Fig. 1: routed clock nets over the placement
Scale bar: 20 µm.
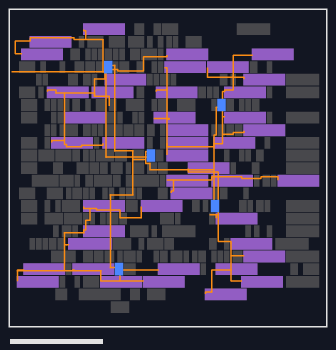
Fig. 2: placement view
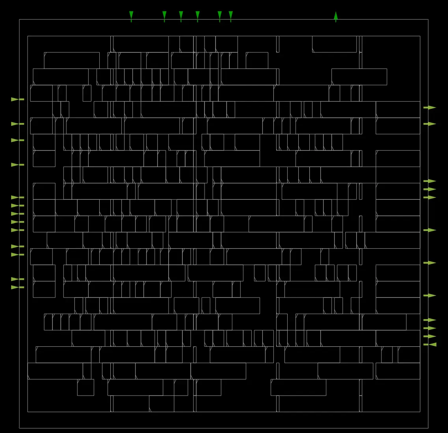
===== src/rtl/addsub_pkg.sv =====
// Shared types and constants for the bit-serial add/subtract controller.
//   state_e : controller state encoding
//   OP_ADD  : op value selecting a + b
//   OP_SUB  : op value selecting a - b (b inverted, carry seeded with 1)
package addsub_pkg;

   typedef enum logic [1:0] {
      IDLE = 2'd0,
      RUN  = 2'd1,
      DONE = 2'd2
   } state_e;

   localparam logic OP_ADD = 1'b0;
   localparam logic OP_SUB = 1'b1;

endpackage


===== src/rtl/serial_addsub_ctrl_if.sv =====
// Request/response bundle between a command source and serial_addsub_ctrl.
//   start    : request, sampled only while the controller is idle
//   op       : 0 = add, 1 = subtract, latched with start
//   a, b     : operands (a is the minuend), latched with start
//   busy     : operation in progress
//   done     : one-cycle pulse, result/cout/overflow valid
//   result   : sum or difference, two's complement
//   cout     : final carry (for subtract, 1 = no borrow)
//   overflow : signed overflow of the operation
interface serial_addsub_ctrl_if #(
   parameter int WIDTH = 8
) ();

   logic             start;
   logic             op;
   logic [WIDTH-1:0] a;
   logic [WIDTH-1:0] b;
   logic             busy;
   logic             done;
   logic [WIDTH-1:0] result;
   logic             cout;
   logic             overflow;

   modport master (
      output start, op, a, b,
      input  busy, done, result, cout, overflow
   );

   modport slave (
      input  start, op, a, b,
      output busy, done, result, cout, overflow
   );

endinterface


===== src/rtl/serial_addsub_ctrl_cell.sv =====
// Shared 1-bit add/subtract cell.
//   in0, in1 : operand bits
//   cin      : carry in
//   addsub   : 1 inverts in1 (subtract)
//   sum      : in0 ^ (in1 ^ addsub) ^ cin
//   cout     : majority(in0, in1 ^ addsub, cin)
module addsub_cell (
   input  logic in0,
   input  logic in1,
   input  logic cin,
   input  logic addsub,
   output logic sum,
   output logic cout
);

   logic in1_x;

   assign in1_x = in1 ^ addsub;
   assign sum   = in0 ^ in1_x ^ cin;
   assign cout  = (in0 & in1_x) | (in0 & cin) | (in1_x & cin);

endmodule


===== src/rtl/serial_addsub_ctrl.sv =====
// Bit-serial adder/subtractor controller: walks one addsub_cell over WIDTH
// cycles, LSB first, and reports result, carry and signed overflow.
//   clk   : system clock, rising edge
//   rst_n : asynchronous active-low reset
//   bus   : serial_addsub_ctrl_if slave (start/op/a/b in, busy/done/result/cout/overflow out)
//
// state | meaning
// IDLE  | waiting for start; outputs hold the last result
// RUN   | one bit per cycle, WIDTH cycles
// DONE  | single cycle; result and flags committed to the output registers
//
// The outputs are registered views of the state, so busy/done trail the
// state by one cycle: done is seen the cycle after DONE, while busy covers it.
module serial_addsub_ctrl
   import addsub_pkg::*;
#(
   parameter  int WIDTH = 8,
   localparam int CNT_W = (WIDTH > 1) ? $clog2(WIDTH) : 1
) (
   input logic                clk,
   input logic                rst_n,
   serial_addsub_ctrl_if.slave bus
);

   localparam logic [CNT_W-1:0] CNT_LAST = CNT_W'(WIDTH - 1);

   state_e           state_q, state_d;
   logic [WIDTH-1:0] a_sr_q, a_sr_d;
   logic [WIDTH-1:0] b_sr_q, b_sr_d;
   logic [WIDTH-1:0] res_sr_q, res_sr_d;
   logic [CNT_W-1:0] cnt_q, cnt_d;
   logic             op_q, op_d;
   logic             carry_q, carry_d;
   logic             cin_msb_q, cin_msb_d;
   logic             busy_q, busy_d;
   logic             done_q, done_d;
   logic [WIDTH-1:0] result_q, result_d;
   logic             cout_q, cout_d;
   logic             ovf_q, ovf_d;

   logic             cell_sum;
   logic             cell_cout;

   addsub_cell u_cell (
      .in0    (a_sr_q[0]),
      .in1    (b_sr_q[0]),
      .cin    (carry_q),
      .addsub (op_q),
      .sum    (cell_sum),
      .cout   (cell_cout)
   );

   always_comb begin
      state_d   = state_q;
      a_sr_d    = a_sr_q;
      b_sr_d    = b_sr_q;
      res_sr_d  = res_sr_q;
      cnt_d     = cnt_q;
      op_d      = op_q;
      carry_d   = carry_q;
      cin_msb_d = cin_msb_q;
      result_d  = result_q;
      cout_d    = cout_q;
      ovf_d     = ovf_q;
      busy_d    = (state_q != IDLE);
      done_d    = (state_q == DONE);

      case (state_q)
         IDLE: begin
            if (bus.start) begin
               a_sr_d  = bus.a;
               b_sr_d  = bus.b;
               op_d    = bus.op;
               // Subtract is a + ~b + 1: the +1 rides in on the carry.
               carry_d = (bus.op == OP_SUB);
               cnt_d   = '0;
               state_d = RUN;
            end
         end
         RUN: begin
            res_sr_d = {cell_sum, res_sr_q[WIDTH-1:1]};
            a_sr_d   = a_sr_q >> 1;
            b_sr_d   = b_sr_q >> 1;
            carry_d  = cell_cout;
            if (cnt_q == CNT_LAST) begin
               // Carry into the sign bit, needed for signed overflow.
               cin_msb_d = carry_q;
               state_d   = DONE;
            end else begin
               cnt_d = cnt_q + CNT_W'(1);
            end
         end
         DONE: begin
            result_d = res_sr_q;
            cout_d   = carry_q;
            ovf_d    = cin_msb_q ^ carry_q;
            state_d  = IDLE;
         end
         default: state_d = IDLE;
      endcase
   end

   always_ff @(posedge clk or negedge rst_n) begin
      if (!rst_n) begin
         state_q   <= IDLE;
         a_sr_q    <= '0;
         b_sr_q    <= '0;
         res_sr_q  <= '0;
         cnt_q     <= '0;
         op_q      <= 1'b0;
         carry_q   <= 1'b0;
         cin_msb_q <= 1'b0;
         busy_q    <= 1'b0;
         done_q    <= 1'b0;
         result_q  <= '0;
         cout_q    <= 1'b0;
         ovf_q     <= 1'b0;
      end else begin
         state_q   <= state_d;
         a_sr_q    <= a_sr_d;
         b_sr_q    <= b_sr_d;
         res_sr_q  <= res_sr_d;
         cnt_q     <= cnt_d;
         op_q      <= op_d;
         carry_q   <= carry_d;
         cin_msb_q <= cin_msb_d;
         busy_q    <= busy_d;
         done_q    <= done_d;
         result_q  <= result_d;
         cout_q    <= cout_d;
         ovf_q     <= ovf_d;
      end
   end

   assign bus.busy     = busy_q;
   assign bus.done     = done_q;
   assign bus.result   = result_q;
   assign bus.cout     = cout_q;
   assign bus.overflow = ovf_q;

endmodule


===== src/flat_wrapper.sv =====
// flat-port wrapper written by rule: the top's interface ports become plain ports
module serial_addsub_ctrl_flat import addsub_pkg::*;
#(
   parameter  int WIDTH = 8,
   localparam int CNT_W = (WIDTH > 1) ? $clog2(WIDTH) : 1
)
  (clk, rst_n, bus_start, bus_op, bus_a, bus_b, bus_busy, bus_done, bus_result, bus_cout, bus_overflow);
  serial_addsub_ctrl_if #(.WIDTH(WIDTH)) bus_i ();
  input logic clk;
  input logic rst_n;
  input wire logic [$bits(bus_i.start)-1:0] bus_start;
  input wire logic [$bits(bus_i.op)-1:0] bus_op;
  input wire logic [$bits(bus_i.a)-1:0] bus_a;
  input wire logic [$bits(bus_i.b)-1:0] bus_b;
  output wire logic [$bits(bus_i.busy)-1:0] bus_busy;
  output wire logic [$bits(bus_i.done)-1:0] bus_done;
  output wire logic [$bits(bus_i.result)-1:0] bus_result;
  output wire logic [$bits(bus_i.cout)-1:0] bus_cout;
  output wire logic [$bits(bus_i.overflow)-1:0] bus_overflow;
  assign bus_i.start = bus_start;
  assign bus_i.op = bus_op;
  assign bus_i.a = bus_a;
  assign bus_i.b = bus_b;
  assign bus_busy = bus_i.busy;
  assign bus_done = bus_i.done;
  assign bus_result = bus_i.result;
  assign bus_cout = bus_i.cout;
  assign bus_overflow = bus_i.overflow;
  serial_addsub_ctrl #(.WIDTH(WIDTH)) u_core (.clk(clk), .rst_n(rst_n), .bus(bus_i));
endmodule

===== config.mk =====
export PLATFORM = sky130hd
export DESIGN_NAME = serial_addsub_ctrl_flat
export DESIGN_NICKNAME = d
export VERILOG_FILES = /design/src/rtl/addsub_pkg.sv /design/src/rtl/serial_addsub_ctrl_if.sv /design/src/rtl/serial_addsub_ctrl_cell.sv /design/src/rtl/serial_addsub_ctrl.sv /design/src/flat_wrapper.sv
export SDC_FILE = /design/constraint.sdc
export NUM_CORES = 1
export LEC_CHECK = 0
export ABC_AREA = 1
export ABC_CLOCK_PERIOD_IN_PS = 1210
export CORE_MARGIN = 1
export CORE_UTILIZATION = 45
export CTS_BUF_LIST = sky130_fd_sc_hd__clkbuf_2
export DETAILED_ROUTE_END_ITERATION = 10
export MAX_ROUTING_LAYER = met4
export PLACE_DENSITY = 0.75
export SLEW_MARGIN = 25
export SYNTH_ARGS = -nofsm -noshare
export SYNTH_HDL_FRONTEND = slang
export SYNTH_SLANG_ARGS = --single-unit

===== constraint.sdc =====
create_clock -name clk -period 1.21 [get_ports clk]
set_input_delay 0.242 -clock clk [delete_from_list [all_inputs] [get_ports clk]]
set_output_delay 0.242 -clock clk [all_outputs]
set_load 0.05 [all_outputs]

==> results.yml <==
# generated from flow reports
setup_path:
  r2r-start: "u_core.state_q[0]$_DFFE_PN0P_"
  worst-path-buf-inv: 3
  path_max_fanout: 6
  end_kind: "register"
  startpoint_type: "register"
  rr_endpoint: "u_core.b_sr_q[1]$_DFFE_PN0P_"
  required_ns: 1.58
  path_depth: 6
clock_tree:
  cts_hold_buf: 1
  clkSinkCount: 44
  clock_path_buffers: 2
  cts_setup_buffers: 0
  cts_root_buf: "clkbuf_2"
  clkLatencyLatePin_ns: 0.42
  htreeDepth: 2
  cts_resized: 4
sta:
  setup_viol: 25
  finalCriticalPeriod_ns: 1.281
  fin_ws_ns: -0.07064
placed_design:
  dp.cells: 321
  pre_cts_slack_ns: -0.1418
  dp.final_hpwl_um: 2687
  io_buffers: 31
drt:
  ant_nets: 0
  dr.pass1.iters: 5
  first_iter_violations: 105
  vias: 1694
  routed-wl-met3_um: 205
  wl_met2_um: 1947
layout:
  drive_above_1_share: 0.2832
  nonClkBufAreaFrac: 0.2381
  stdcell_area_um2: 2769
  fillCellCount: 318
  largest_class: "registers"
  inv_count: 19
  nets: 308
  antenna-diode-count: 0
  area_share_clock_buf_inv: 0.01401
global_route:
  met1_usage: 0.2454
  grt_use_met2: 0.2819
  grt_remaining_overflow: 0
  busiest_layer: "met2"
  grt_usage: 0.1900
outcome:
  status: "finished, violations left"
  failed_checks: "negative setup slack"
synth:
  yosysMostFrequentCell: "nand2_1"
  synth.largest_area_cell: "dfrtp_1"
  syn_inst: 233
  yosys.area_share.aoi: 0.05163
  async_flop_share: 1.000
  ys_cells: 233
  area_leaders: "dfrtp_1, nand2_1, nand3_1, inv_1, o21ai_0"
  synth-edff-count: 0
  top_cells_by_count: "nand2_1, dfrtp_1, nand3_1"
  ys.flop_type: "dfrtp_1"
  xor_area_frac: 0.004461
  fp_nets: 256
  ys_sh_simple: 0.2849
power_and_ir_drop:
  irDropWorstVdd_mv: 1.408
  power.group.top: "combinational cells"
  intPower_uw: 3922
  p_switching_uw: 2953
  combPwrFrac: 0.549
  total_power_uw: 6875
die:
  core_area_um2: 4086
  ios: 32
  fp.dieW_um: 68.05
min_path:
  hold_path.class: "input pin to asynchronous set/reset pin"
Back to the opening pictures, Fig. 1:
blue -> cells driving clock nets  # count 5
orange -> clock wires  # length 493 µm
purple -> flip-flops  # count 44
routed clock nets = 6
flops lie = spread over the die

Back to the opening pictures, Fig. 2:
Well Taps: 50
Seq cells: 44
Seq/total area: 0.3981
num rows: 23
post-layout util: 0.6776

